<file path="src/rtl/ctrl_pkg.sv">
// Shared definitions for the multicycle control unit: FSM state
// encoding, RV32I opcode/funct3 constants and ALU operation codes.
package ctrl_pkg;

  typedef enum logic [2:0] {
    S_IF  = 3'd0,
    S_ID  = 3'd1,
    S_EX  = 3'd2,
    S_MEM = 3'd3,
    S_WB  = 3'd4
  } state_t;

  localparam logic [6:0] OP_RTYPE  = 7'b0110011;
  localparam logic [6:0] OP_ITYPE  = 7'b0010011;
  localparam logic [6:0] OP_LOAD   = 7'b0000011;
  localparam logic [6:0] OP_STORE  = 7'b0100011;
  localparam logic [6:0] OP_BRANCH = 7'b1100011;

  localparam logic [2:0] F3_WORD = 3'b010;
  localparam logic [2:0] F3_BEQ  = 3'b000;
  localparam logic [2:0] F3_SLTU = 3'b011;

  localparam logic [3:0] ALU_AND = 4'b0000;
  localparam logic [3:0] ALU_OR  = 4'b0001;
  localparam logic [3:0] ALU_ADD = 4'b0010;
  localparam logic [3:0] ALU_XOR = 4'b0101;
  localparam logic [3:0] ALU_SUB = 4'b0110;
  localparam logic [3:0] ALU_SLT = 4'b0111;
  localparam logic [3:0] ALU_SRL = 4'b1000;
  localparam logic [3:0] ALU_SLL = 4'b1001;
  localparam logic [3:0] ALU_SRA = 4'b1010;

endpackage

</file>
<file path="src/rtl/control_fsm_if.sv">
// Control bundle between the control unit and the datapath/memories.
// master = control unit (consumes instr/Zero, drives control lines),
// slave  = datapath side.
interface control_fsm_if;
  logic [31:0] instr;
  logic        Zero;
  logic        PCSrc;
  logic        ALUSrc;
  logic        RegWrite;
  logic        MemToReg;
  logic        loadPC;
  logic        MemRead;
  logic        MemWrite;
  logic [3:0]  ALUCtrl;

  modport master (
    input  instr, Zero,
    output PCSrc, ALUSrc, RegWrite, MemToReg, loadPC, MemRead, MemWrite, ALUCtrl
  );

  modport slave (
    output instr, Zero,
    input  PCSrc, ALUSrc, RegWrite, MemToReg, loadPC, MemRead, MemWrite, ALUCtrl
  );
endinterface

</file>
<file path="src/rtl/alu_decoder.sv">
// Purely combinational instruction decode: classifies the instruction
// and picks the ALU operation. Anything unrecognised falls out as ADD
// with every class flag low, so it behaves as a NOP downstream.
module alu_decoder
  import ctrl_pkg::*;
(
  input  logic [6:0] i_opcode,
  input  logic [2:0] i_funct3,
  input  logic       i_funct7b5,
  output logic [3:0] o_aluCtrl,
  output logic       o_isRType,
  output logic       o_isIType,
  output logic       o_isLw,
  output logic       o_isSw,
  output logic       o_isBeq
);

  logic [3:0] w_arithCtrl;

  // Instruction class flags; funct3 011 (SLTU) is not supported, so it is not a valid ALU op
  always_comb begin
    o_isRType = (i_opcode == OP_RTYPE)  && (i_funct3 != F3_SLTU);
    o_isIType = (i_opcode == OP_ITYPE)  && (i_funct3 != F3_SLTU);
    o_isLw    = (i_opcode == OP_LOAD)   && (i_funct3 == F3_WORD);
    o_isSw    = (i_opcode == OP_STORE)  && (i_funct3 == F3_WORD);
    o_isBeq   = (i_opcode == OP_BRANCH) && (i_funct3 == F3_BEQ);
  end

  // funct3/funct7[5] mapping shared by R-type and I-type; only R-type can select SUB
  always_comb begin
    w_arithCtrl = ALU_ADD;
    case (i_funct3)
      3'b000:  w_arithCtrl = (o_isRType && i_funct7b5) ? ALU_SUB : ALU_ADD;
      3'b001:  w_arithCtrl = ALU_SLL;
      3'b010:  w_arithCtrl = ALU_SLT;
      3'b100:  w_arithCtrl = ALU_XOR;
      3'b101:  w_arithCtrl = i_funct7b5 ? ALU_SRA : ALU_SRL;
      3'b110:  w_arithCtrl = ALU_OR;
      3'b111:  w_arithCtrl = ALU_AND;
      default: w_arithCtrl = ALU_ADD;
    endcase
  end

  // Final ALU code: memory ops add for the address, BEQ subtracts to compare
  always_comb begin
    o_aluCtrl = ALU_ADD;
    if (o_isRType || o_isIType) begin
      o_aluCtrl = w_arithCtrl;
    end else if (o_isBeq) begin
      o_aluCtrl = ALU_SUB;
    end
  end

endmodule

</file>
<file path="src/rtl/control_fsm.sv">
// Multicycle control unit: sequences each instruction through
// IF -> ID -> EX -> MEM -> WB and drives the datapath control lines.
// Decode-derived outputs are combinational from instr; strobes are
// combinational from state so an async reset drops them at once.
module control_fsm
  import ctrl_pkg::*;
(
  input  logic clk,
  input  logic rst,
  control_fsm_if.master bus
);

  state_t     r_state;
  state_t     w_nextState;
  logic       r_brTaken;
  logic [3:0] w_aluCtrl;
  logic       w_isRType;
  logic       w_isIType;
  logic       w_isLw;
  logic       w_isSw;
  logic       w_isBeq;
  logic       w_unusedInstrBits;

  assign w_unusedInstrBits = ^{bus.instr[31], bus.instr[29:15], bus.instr[11:7]};

  alu_decoder u_decoder (
    .i_opcode   (bus.instr[6:0]),
    .i_funct3   (bus.instr[14:12]),
    .i_funct7b5 (bus.instr[30]),
    .o_aluCtrl  (w_aluCtrl),
    .o_isRType  (w_isRType),
    .o_isIType  (w_isIType),
    .o_isLw     (w_isLw),
    .o_isSw     (w_isSw),
    .o_isBeq    (w_isBeq)
  );

  // State register; reset aborts any instruction and restarts at fetch
  always_ff @(posedge clk or posedge rst) begin
    if (rst) begin
      r_state <= S_IF;
    end else begin
      r_state <= w_nextState;
    end
  end

  // Fixed five-step sequence, no state is ever skipped
  always_comb begin
    w_nextState = S_IF;
    case (r_state)
      S_IF:    w_nextState = S_ID;
      S_ID:    w_nextState = S_EX;
      S_EX:    w_nextState = S_MEM;
      S_MEM:   w_nextState = S_WB;
      S_WB:    w_nextState = S_IF;
      default: w_nextState = S_IF;
    endcase
  end

  // Branch outcome is latched on leaving EX so Zero is ignored in every other cycle
  always_ff @(posedge clk or posedge rst) begin
    if (rst) begin
      r_brTaken <= 1'b0;
    end else if (r_state == S_EX) begin
      r_brTaken <= w_isBeq & bus.Zero;
    end
  end

  // Steady decode outputs plus the one-cycle strobes keyed off state
  always_comb begin
    bus.ALUSrc   = w_isIType | w_isLw | w_isSw;
    bus.MemToReg = w_isLw;
    bus.ALUCtrl  = w_aluCtrl;
    bus.MemRead  = (r_state == S_MEM) && w_isLw;
    bus.MemWrite = (r_state == S_MEM) && w_isSw;
    bus.RegWrite = (r_state == S_WB) && (w_isRType | w_isIType | w_isLw);
    bus.loadPC   = (r_state == S_WB);
    bus.PCSrc    = (r_state == S_WB) && r_brTaken;
  end

endmodule

</file>
<file path="src/flat_wrapper.sv">
// flat-port wrapper written by rule: the top's interface ports become plain ports
module control_fsm_flat import ctrl_pkg::*;
  (clk, rst, bus_instr, bus_Zero, bus_PCSrc, bus_ALUSrc, bus_RegWrite, bus_MemToReg, bus_loadPC, bus_MemRead, bus_MemWrite, bus_ALUCtrl);
  control_fsm_if bus_i ();
  input  logic clk;
  input  logic rst;
  input wire logic [$bits(bus_i.instr)-1:0] bus_instr;
  input wire logic [$bits(bus_i.Zero)-1:0] bus_Zero;
  output wire logic [$bits(bus_i.PCSrc)-1:0] bus_PCSrc;
  output wire logic [$bits(bus_i.ALUSrc)-1:0] bus_ALUSrc;
  output wire logic [$bits(bus_i.RegWrite)-1:0] bus_RegWrite;
  output wire logic [$bits(bus_i.MemToReg)-1:0] bus_MemToReg;
  output wire logic [$bits(bus_i.loadPC)-1:0] bus_loadPC;
  output wire logic [$bits(bus_i.MemRead)-1:0] bus_MemRead;
  output wire logic [$bits(bus_i.MemWrite)-1:0] bus_MemWrite;
  output wire logic [$bits(bus_i.ALUCtrl)-1:0] bus_ALUCtrl;
  assign bus_i.instr = bus_instr;
  assign bus_i.Zero = bus_Zero;
  assign bus_PCSrc = bus_i.PCSrc;
  assign bus_ALUSrc = bus_i.ALUSrc;
  assign bus_RegWrite = bus_i.RegWrite;
  assign bus_MemToReg = bus_i.MemToReg;
  assign bus_loadPC = bus_i.loadPC;
  assign bus_MemRead = bus_i.MemRead;
  assign bus_MemWrite = bus_i.MemWrite;
  assign bus_ALUCtrl = bus_i.ALUCtrl;
  control_fsm u_core (.clk(clk), .rst(rst), .bus(bus_i));
endmodule
</file>
<file path="config.mk">
export PLATFORM = sky130hd
export DESIGN_NAME = control_fsm_flat
export DESIGN_NICKNAME = d
export VERILOG_FILES = /design/src/rtl/ctrl_pkg.sv /design/src/rtl/control_fsm_if.sv /design/src/rtl/alu_decoder.sv /design/src/rtl/control_fsm.sv /design/src/flat_wrapper.sv
export SDC_FILE = /design/constraint.sdc
export NUM_CORES = 1
export LEC_CHECK = 0
export CAP_MARGIN = 30
export CORE_AREA = 3 3 40 42
export CTS_CLUSTER_SIZE = 28
export DETAILED_ROUTE_END_ITERATION = 10
export DIE_AREA = 0 0 43 45
export DONT_BUFFER_PORTS = 1
export PLACE_DENSITY = 0.51
export SLEW_MARGIN = 30
export SYNTH_ARGS = -nofsm -noshare
export SYNTH_HDL_FRONTEND = slang
export SYNTH_SLANG_ARGS = --single-unit
</file>
<file path="constraint.sdc">
create_clock -name clk -period 3.8 [get_ports clk]
set_input_delay 0.76 -clock clk [delete_from_list [all_inputs] [get_ports clk]]
set_output_delay 0.76 -clock clk [all_outputs]
set_load 0.03 [all_outputs]
</file>
==> run_1/gates.png <==
Scale: 12 px per um.
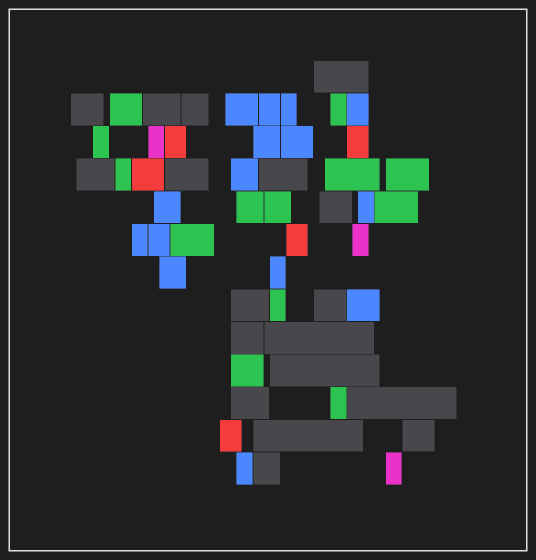
legend:
  aoi and oai cells:
    colour: red
    cells: 5
  inv cells:
    colour: magenta
    cells: 3
  nand cells:
    colour: blue
    cells: 15
  nor cells:
    colour: green
    cells: 13
non-filler cells in the finished layout: 69
combinational share of cell area: 0.625

==> run_1/port_trees.png <==
Scale: 12 px per um.
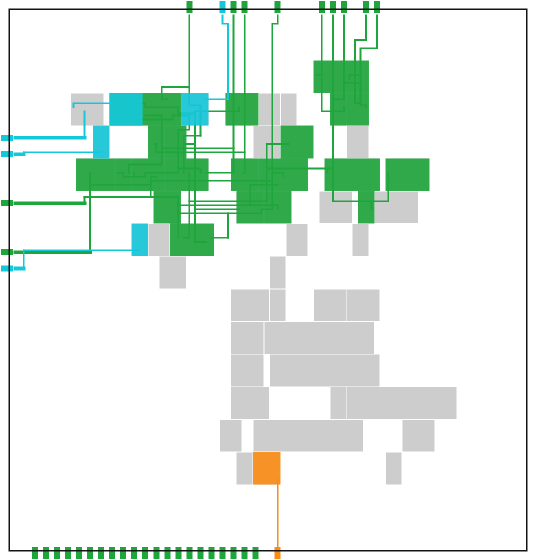
legend:
  `bus_instr`:
    colour: green
    direction: input
    end_cells: 22
    buffers: 0
    wire: 297 um
  `bus_ALUCtrl`:
    colour: cyan
    direction: output
    end_cells: 4
    buffers: 1
    wire: 40.0 um
  `bus_PCSrc`:
    colour: orange
    direction: output
    end_cells: 1
    buffers: 0
    wire: 5.60 um
number of buffers added on ports: 0
I/O pin count: 46

==> reports/results.ini, run 1 <==
[outcome]
run_status = finished, final reports clean

[synth]
yosys-mux-area-fraction = 0
yosys.area.top_type = dfrtp_1
syn_area_per_cell_um2 = 8.21
synth_stat.cells = 50
synth.cellmix.compoundShare = 0.0915
top_logic_kind = simple AND/OR/NAND/NOR gates
syn_inst = 50
floorplan.nets = 85
synth-simple-area-share = 0.546

[clock_network]
cts.sink_count = 4
cts-root-to-sink-buffers = 2
numCtsBuffers = 3
total_of_hold_buffers_inserted_after_clock_tree_synthesis = 0
clk_transition_reported_paths_ps = 40
cts.repair_timing.setup_buffer_count = 0
cts_tree = yes
cts.root.buffer_cell = clkbuf_4

[routing]
post_drt_via_cell_ratio = 5.49
drt_drc_violations_left = 0
detailroute.via_count = 379
antenna_violating_nets_post_route = 0
wl_per_cell_um = 13.6
drt_iter0_drc = 4
drt_first_pass_iters = 2

[final_timing]
fmax_mhz = 369
layout_worst_path_cycle_share = 0.713
maxSlewHeadroom = 0.473
grt_setup_unrepaired = no

[global_route]
first_global_vias = 353

[placement]
dp.cells = 66
post-dp-hpwl_um = 762

[setup_path]
crit_fanout = 7
cp_cell_sequence = nand2b_1, or4_4, nor4_2
cp-startpoint = bus_instr[14]
start_of_the_worst_register_to_register_path = u_core.r_state[0]$_DFF_PP0_
timing.critical_path.required_ps = 3040
worstSetupStartpointType = primary input
critical_path_arrival_ps = 1950
critical_path.max_stage_delay_ps = 610
worst_path_max_delay_cell = nor4_2

[floorplan]
floorplanUtilization = 0.319

[final_layout]
post-route-util = 0.348
layout.filler_cells = 146

[pwr]
peakVddDrop_v = 0.0000628

[flow_run]
warning_count = 47

==> run_1/sizing.png <==
Scale: 8 px per um.
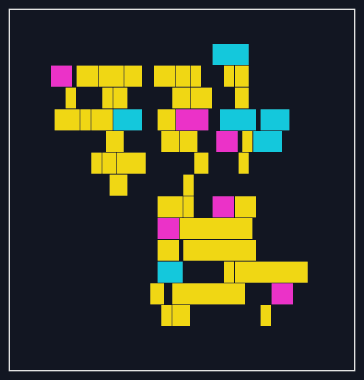
legend:
  x3 and x4:
    colour: magenta
    cells: 6
    share: 11%
  x1 and smaller:
    colour: yellow
    cells: 42
    share: 78%
  x2:
    colour: cyan
    cells: 6
    share: 11%
Worst Setup Slack, final: 1090 ps
final design instance area without fill: 447 um^2
growth of design area from synthesis to finish: 8.84%

[run 1: placed cells by master (no fill, tap or decap)]
cell      count
clkbuf_4      3
inv_1         3
xor2_1        1
nor4bb_1      1
buf_4         2
o21ai_0       1
nand4_1       2
xnor2_1       1
a21oi_1       3
a211o_2       1
and4bb_2      1
or3_1         1
nand2_1       5
nor2_1        5
nand2b_1      2
nor4_1        1
nor2b_1       1
or3b_2        1
and4_1        1
dfrtp_1       4
or4_4         1
and2_1        1
nand3_1       3
nor4_2        1
nand3b_1      3
a211oi_1      1
nor3_2        2
nor3b_1       2
[run 1: cells by family after synthesis]
logic type	count (synthesis)
AND/OR/NAND/NOR	34
flip-flops	4
buffers and inverters	4
XOR/XNOR	2
AND-OR/OR-AND	6
[run 1: sequential cells by signal, indices dropped and copies added, names as in the netlist]
register / cells
u_core.r_brTaken: 1
u_core.r_state: 3
[run 1: per-stage QoR]
| stage | hold slack (ps) | area [um^2] | power, uW | worst slack [ps] |
|---|---|---|---|---|
| after floorplan | 438 | 410 | 56.4 | 1090 |
| after global placement | 461 | 424 | 54.5 | 1090 |
| after detailed placement | 470 | 424 | 54.6 | 1070 |
| after global routing | 290 | 447 | 115 | 1050 |
| final | 291 | 447 | 107 | 1090 |
| after CTS | 287 | 447 | 110 | 1070 |
[run 1: final timing paths]
kind / endpoint
worst max-delay path: bus_MemRead
worst min-delay path: u_core.r_state[2]$_DFF_PP0_
worst max register to register: u_core.r_brTaken$_DFFE_PP0P_
worst min register to register: u_core.r_brTaken$_DFFE_PP0P_
max in group asynchronous: u_core.r_brTaken$_DFFE_PP0P_
min in group clk: u_core.r_brTaken$_DFFE_PP0P_
[run 1: critical path, delay by kind of cell]
kind | cells | cell delay [ps]
AND/OR/NAND/NOR | 3 | 1180
[run 1: synth_stat cells, drive strengths merged]
cell type / n
a211o: 1
a211oi: 1
a21oi: 3
and2: 1
and4: 1
and4bb: 1
buf: 1
dfrtp: 4
inv: 3
nand2: 5
nand2b: 2
nand3: 3
nand3b: 3
nand4: 2
nor2: 5
nor2b: 1
nor3: 2
nor3b: 2
nor4: 2
nor4bb: 1
o21ai: 1
or3: 1
or3b: 1
or4: 1
xnor2: 1
xor2: 1
[run 1: metal layers]
layer,global-route usage,vias up,wire length (um)
met2,0.141,10,481
met5,0,-,0
met4,0.0904,0,0
met1,0.131,178,412
met3,0.0199,0,44
li1,-,191,-
[run 1: layout make-up]
cell class / instances / area, um^2 / area share
multi-input combinational: 42 / 279 / 0.625
clock buffer: 3 / 22.5 / 0.0504
inverter: 3 / 11.3 / 0.0252
sequential: 4 / 100 / 0.224
timing repair buffer: 2 / 15.0 / 0.0336
tap: 15 / 18.8 / 0.0420
[run 1: where the power goes]
part / internal [uW] / switching (uW)
clock network: 35.4 / 18.2
logic: 5.30 / 5.80
registers: 42.8 / 0.00239
==> run 2, diff against run 1 <==
clock period = 2.5 ns   (was 3.8 ns; I/O delays follow)
==> run 2 against run 1 <==
Compared with the run above: worst setup slack lost 660 ps; via count grew 4.0%; critical path depth is the same; synthesized cell count is the same; global-route usage grew 0.66 points; non-clock buffer count grew 3; clock skew grew 1.0 ps; hold slack lost 260 ps; cell count grew 4.3%; sequential share of layout area shrank 1.1 points; first-iteration DRC count grew 130%; critical path type unchanged; highest routed layer is now met4.
==> reports/results.ini, run 2 <==
[outcome]
run_status = finished, final reports clean

[routing]
wl_per_cell_um = 13.4
drt_drc_violations_left = 0
post_drt_via_cell_ratio = 5.47
antenna_violating_nets_post_route = 0
drt_first_pass_iters = 4
drt_iter0_drc = 9

[synth]
enable_flop_cells = 0
yosys.cell_types.count = 27
synth_flops = 4
synth.area.top_cells = dfrtp_1 24%, nand3b_1 5.5%, buf_12 4.9%
floorplan.nets = 85
syn_area_per_cell_um2 = 8.21
syn_inst = 50
synth_stat.cells = 50
netlist_top_cells_count = 5 x nand2_1, 5 x nor2_1, 4 x dfrtp_1
synth_top_flop_cell = dfrtp_1
synth-async-reset-ratio = 1.00
synth.top_cell.area_share = 0.244
yosys.area.top_type = dfrtp_1

[clock_network]
cts.root.buffer_cell = clkbuf_4
cts-root-to-sink-buffers = 2
clk_transition_reported_paths_ps = 40
cts.sink_count = 4
total_of_hold_buffers_inserted_after_clock_tree_synthesis = 0
clk_latency_late_pin_ps = 230
numCtsBuffers = 3
cts_tree = yes
cts.repair_timing.setup_buffer_count = 0

[pwr]
pwr-share-seq = 0.404
switching_share = 0.212
clock_power_share = 0.488
netSwitchingPower_uw = 34.1
p_int_uw = 127
power.share.combinational = 0.108
peakVddDrop_v = 0.000127

[final_timing]
layout_worst_path_cycle_share = 0.828
fmax_mhz = 483
setup_tns_ps = 0
grt_setup_unrepaired = no
post-route-worst-setup-slack_ps = 430
maxSlewHeadroom = 0.633

[final_layout]
count_of_antenna_diodes_in_the_layout = 0
number_of_flip_flops_under_the_largest_register_name = 3
largest-register = u_core.r_state
final_cell_mix = 5 x nor2_1, 5 x nand2_1, 5 x buf_4
area_delta_synth_final_pct = 14.3
layout_top_registers = u_core.r_state: 3 flops, u_core.r_brTaken: 1 flops
layout.filler_cells = 147

[setup_path]
timing.critical_path.required_ps = 2000
regToRegSetupSlack_ps = 1330
critical_path.max_stage_delay_ps = 480
worst_path_max_delay_cell = nor3_2
critical_path.n_buffers_inverters = 0
worstSetupStartpointType = primary input
cpLargestDelayFamily = simple AND/OR/NAND/NOR gates
cp_cell_sequence = nand2b_1, or4_4, nor3_2
crit_fanout = 7
critical_path_arrival_ps = 1570

[placement]
dp.cells = 69
port_buffers = 0
dp_worst_setup_slack_ps = 429
post-dp-hpwl_um = 773

[global_route]
first_global_vias = 366
wire_length_of_the_first_global_routing_pass_um = 1500

[floorplan]
floorplanUtilization = 0.319
die_y_um = 45
num_rows = 13
i_o_pin_count = 46
dieWidth_um = 43

[flow_run]
warning_count = 47

[run 2: netlist changes by cell type in the layout (fill, tap and decap cells not counted), sizes merged]
cell | before | now
buf | 2 | 5
[run 2: per-layer routing]
| layer | global-route usage | vias to the layer above | part of all wire |
|---|---|---|---|
| met5 | 0 | - | 0 |
| met4 | 0.108 | 0 | 0.037 |
| met3 | 0.0279 | 4 | 0.069 |
| met2 | 0.147 | 15 | 0.45 |
| met1 | 0.133 | 176 | 0.44 |
| li1 | - | 199 | - |
[run 2: worst paths after layout]
check | from | to | cells past startpoint
max | bus_instr[14] | bus_MemWrite | 3
max reg2reg | u_core.r_state[0]$_DFF_PP0_ | u_core.r_brTaken$_DFFE_PP0P_ | 3
min in group clk | bus_Zero | u_core.r_brTaken$_DFFE_PP0P_ | 2
min reg2reg | u_core.r_brTaken$_DFFE_PP0P_ | u_core.r_brTaken$_DFFE_PP0P_ | 2
min | rst | u_core.r_state[1]$_DFF_PP0_ | 1
max in group asynchronous | rst | u_core.r_state[2]$_DFF_PP0_ | 1
[run 2: kinds of logic (layout without fill, tap and decap cells)]
| family | after synthesis | in the layout | synth area share |
|---|---|---|---|
| AND-OR/OR-AND | 6 | 6 | 0.0914 |
| flip-flops | 4 | 4 | 0.244 |
| buffers and inverters | 4 | 11 | 0.0762 |
| XOR/XNOR | 2 | 2 | 0.0427 |
| AND/OR/NAND/NOR | 34 | 34 | 0.546 |
[run 2: final cells by class]
| type | count | area (um^2) | share of cell area |
|---|---|---|---|
| Clock buffer | 3 | 22.5 | 0.0480 |
| Inverter | 3 | 11.3 | 0.0240 |
| Multi-Input combinational cell | 42 | 279 | 0.595 |
| Sequential cell | 4 | 100 | 0.213 |
| Tap cell | 15 | 18.8 | 0.0400 |
| Timing Repair Buffer | 5 | 37.5 | 0.0800 |
[run 2: per-stage QoR]
step / instance area (um^2) / util / power, uW / hold slack [ps]
CTS: 469 / 0.365 / 165 / 32.1
floorplan: 410 / - / 85.7 / 266
detailed placement: 447 / 0.348 / 83.4 / 281
global route: 469 / 0.365 / 173 / 34.1
finish: 469 / 0.365 / 161 / 33.9
global placement: 447 / 0.348 / 83.2 / 280
[run 2: power groups by stage]
stage / Clock (uW) / Sequential, uW / Combinational, uW
3_3_place_gp: 0 / 65.9 / 17.2
4_1_cts: 82.5 / 65.1 / 17.6
2_1_floorplan: 0 / 65.9 / 19.8
6_report: 78.7 / 65.1 / 17.4
3_5_place_dp: 0 / 65.9 / 17.5
5_1_grt: 89.0 / 65.0 / 19.3
==> run_2/port_trees.png <==
Scale: 12 px per um.
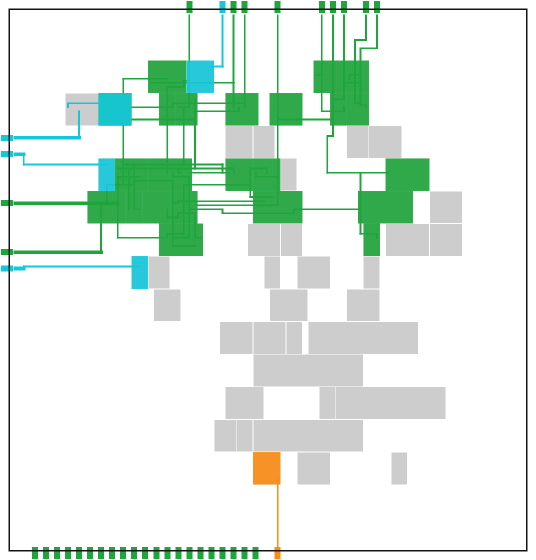
legend:
  `bus_PCSrc`:
    colour: orange
    direction: output
    end_cells: 1
    buffers: 0
    wire: 5.60 um
  `bus_instr`:
    colour: green
    direction: input
    end_cells: 22
    buffers: 0
    wire: 313 um
  `bus_ALUCtrl`:
    colour: cyan
    direction: output
    end_cells: 4
    buffers: 1
    wire: 34.7 um

==> run_2/m2.png <==
Scale: 6 px per um.
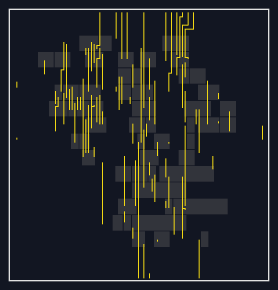
share of all routed wire: 45%
wire length on this layer: 439 um
GR met2 Demand/Resource: 0.147
total via count in the routed design: 394
final WL: 967 um

==> run_2/gates.png <==
Scale: 12 px per um.
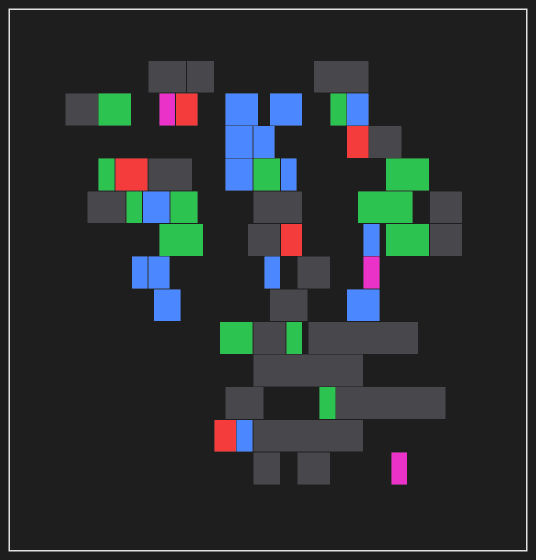
legend:
  nor cells:
    colour: green
    cells: 13
  nand cells:
    colour: blue
    cells: 15
  aoi and oai cells:
    colour: red
    cells: 5
  inv cells:
    colour: magenta
    cells: 3
combinational share of cell area: 0.595
non-filler cells in the finished layout: 72

==> run 3, diff against run 2 <==
clock period = 2.1 ns   (was 2.5 ns; I/O delays follow)
==> run 3 against run 2 <==
Compared with the run above: non-clock buffer count grew 4; via count grew 0.51%; final area grew 8.0%; largest power group unchanged; global-route usage grew 0.52 points; critical path depth is the same; area after synthesis is the same; sequential power grew 19%.
==> reports/results.ini, run 3 <==
[outcome]
run_status = finished, final reports clean

[floorplan]
chip_area_um2 = 1940
die_y_um = 45
floorplanUtilization = 0.319
dieWidth_um = 43
i_o_pin_count = 46
num_rows = 13

[global_route]
first_global_vias = 376
wire_length_of_the_first_global_routing_pass_um = 1580
grt_util_all_layers = 0.113

[final_layout]
layout_cells_sized_above_1 = 0.311
final_cell_mix = 8 x buf_4, 5 x nor2_1, 5 x nand2_1
largest-register = u_core.r_state
lay_top_count = buf_4
final_design_instance_area_without_fill_um2 = 507
layout_top_registers = u_core.r_state: 3 flops, u_core.r_brTaken: 1 flops
count_of_antenna_diodes_in_the_layout = 0

[synth]
synth.top_cell.area_share = 0.244
synth_top_flop_cell = dfrtp_1
yosys.cell_types.count = 27
floorplan.nets = 85
synth_stat.cells = 50
enable_flop_cells = 0
yosys.area.top_type = dfrtp_1
synth_flops = 4
syn_inst = 50
netlist_area_um2 = 410
synth-async-reset-ratio = 1.00
netlist_top_cells_count = 5 x nand2_1, 5 x nor2_1, 4 x dfrtp_1
synth.area.top_cells = dfrtp_1 24%, nand3b_1 5.5%, buf_12 4.9%
syn_area_per_cell_um2 = 8.21

[flow_run]
warning_count = 47

[setup_path]
regToRegSetupSlack_ps = 910
critical_path.max_stage_delay_ps = 550
crit_fanout = 5
worstReg2RegEnd = u_core.r_brTaken$_DFFE_PP0P_
critical_path_arrival_ps = 1470
worst_path_max_delay_cell = or3_1
worst_r2r_path_depth = 3
start_of_the_worst_register_to_register_path = u_core.r_state[0]$_DFF_PP0_
cp_cell_sequence = and4bb_2, nand3_1, or3_1
timing.critical_path.required_ps = 1680
cp-startpoint = bus_instr[2]
critical_path.n_buffers_inverters = 0
worstSetupStartpointType = primary input
cpLargestDelayFamily = simple AND/OR/NAND/NOR gates

[final_timing]
skew_ps = 4.93
setup_tns_ps = 0
grt_setup_unrepaired = no
maxSlewHeadroom = 0.760
layout_worst_path_cycle_share = 0.898
setup_viol = 0
fmax_mhz = 530

[hold_path]
hold_path_depth = 2
worst_hold_path_type = primary input to register
hold_end = u_core.r_brTaken$_DFFE_PP0P_
worst_hold_startpoint = bus_Zero

[placement]
post-dp-hpwl_um = 783
finalWeightedCongestion = 0.680
port_buffers = 0
place_area_um2 = 474
dp_worst_setup_slack_ps = 212

[pwr]
static_power_due_to_leakage_uw = 0.000203
total_power_uw = 199
power.density_nw_per_um2 = 392

[routing]
detailroute.via_count = 396
drt_drc_violations_left = 0
wl_um = 957
post_drt_via_cell_ratio = 5.21
drt_iter0_drc = 2
antenna_violating_nets_post_route = 0

[clock_network]
clk_latency_late_pin_ps = 240
numCtsBuffers = 3
cts_tree = yes
cts.repair_timing.setup_buffer_count = 0
cts.sink_count = 4
clk_transition_reported_paths_ps = 40
cts-root-to-sink-buffers = 2
cts.root.buffer_cell = clkbuf_4

[run 3: netlist changes by cell type in the layout (fill, tap and decap cells not counted)]
cell           change
buf_4              +3
dlygate4sd3_1      +1
nor3b_1            -1
nor3b_2            +1
[run 3: repair_timing]
item | 4_1_cts | 5_1_grt
gates resized | 0 | 0
hold buffers | 1 | 0
endpoints found under the setup margin | 0 | 0
endpoints found under the hold margin | 4 | 0
[run 3: per-layer routing]
metal | share of wire | track usage | wire length, um
met1 | 0.45 | 0.131 | 432
met2 | 0.42 | 0.147 | 403
met3 | 0.11 | 0.0677 | 106
met4 | 0.016 | 0.0904 | 15
met5 | 0 | 0 | 0
[run 3: final cells by class]
type	count	area [um^2]
Clock buffer	3	22.5
Fill cell	138	778
Inverter	3	11.3
Multi-Input combinational cell	42	284
Sequential cell	4	100
Tap cell	15	18.8
Timing Repair Buffer	9	70.1
[run 3: where the power goes]
part,internal (uW),switching (uW),total [uW]
logic,11.4,11.1,22.4
registers,77.5,0.00364,77.5
clock network,64.1,34.8,98.9
[run 3: per-stage QoR]
| stage | hold slack [ps] | std cells | util |
|---|---|---|---|
| floorplan | 186 | 50 | - |
| global placement | 205 | 72 | 0.369 |
| detailed placement | 207 | 72 | 0.369 |
| CTS | 353 | 76 | 0.394 |
| global route | 372 | 76 | 0.394 |
| finish | 354 | 76 | 0.394 |
[run 3: kinds of logic after synthesis]
kind of cell,after synthesis,synth area share
buffers and inverters,4,0.0762
XOR/XNOR,2,0.0427
AND-OR/OR-AND,6,0.0914
AND/OR/NAND/NOR,34,0.546
flip-flops,4,0.244
[run 3: worst reg2reg max path, cell delays in order (launching register included)]
cell	delay, ps
dfrtp_1	420
or3b_2	500
nand2_1	80
o21ai_0	70
[run 3: worst max-delay path by stage]
stage                           to  slack [ps]  cells past startpoint
global route        bus_ALUCtrl[1]         180                      3
floorplan           bus_ALUCtrl[3]          70                      3
finish              bus_ALUCtrl[1]         210                      3
global placement    bus_ALUCtrl[1]         230                      3
detailed placement  bus_ALUCtrl[1]         210                      3
CTS                 bus_ALUCtrl[1]         210                      3
==> run_3/port_trees.png <==
Scale: 12 px per um.
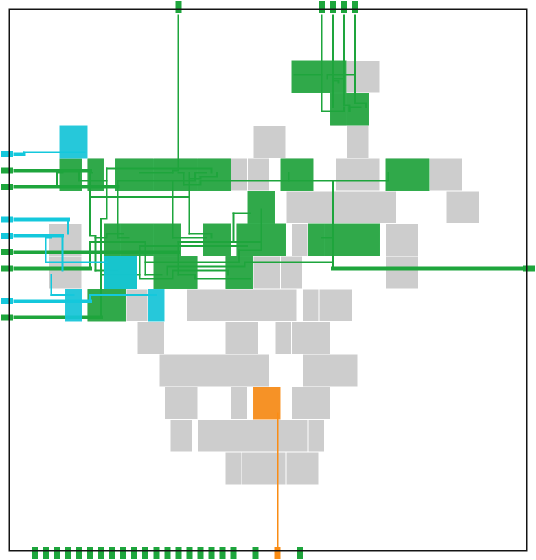
legend:
  `bus_ALUCtrl`:
    colour: cyan
    direction: output
    end_cells: 4
    buffers: 2
    wire: 41.6 um
  `bus_PCSrc`:
    colour: orange
    direction: output
    end_cells: 1
    buffers: 0
    wire: 11.1 um
  `bus_instr`:
    colour: green
    direction: input
    end_cells: 22
    buffers: 0
    wire: 307 um

==> run_3/congestion_map.png <==
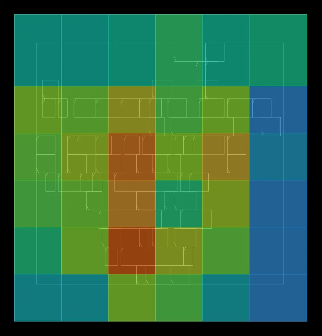
routed len/inst: 12.6 um
final core occ: 0.394

==> run_3/sizing.png <==
Scale: 8 px per um.
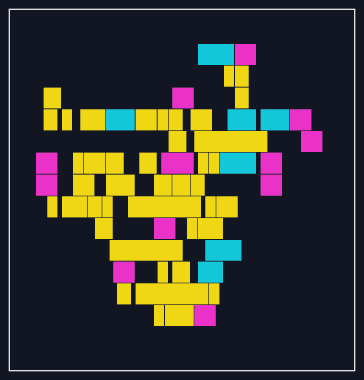
legend:
  x2:
    colour: cyan
    cells: 7
    share: 11%
  x3 and x4:
    colour: magenta
    cells: 12
    share: 20%
  x1 and smaller:
    colour: yellow
    cells: 42
    share: 69%
Worst Setup Slack, final: 213 ps
growth of design area from synthesis to finish: 23.5%
non-clock buffer total of the final layout: 9

Power and IR drop assume default switching activity.
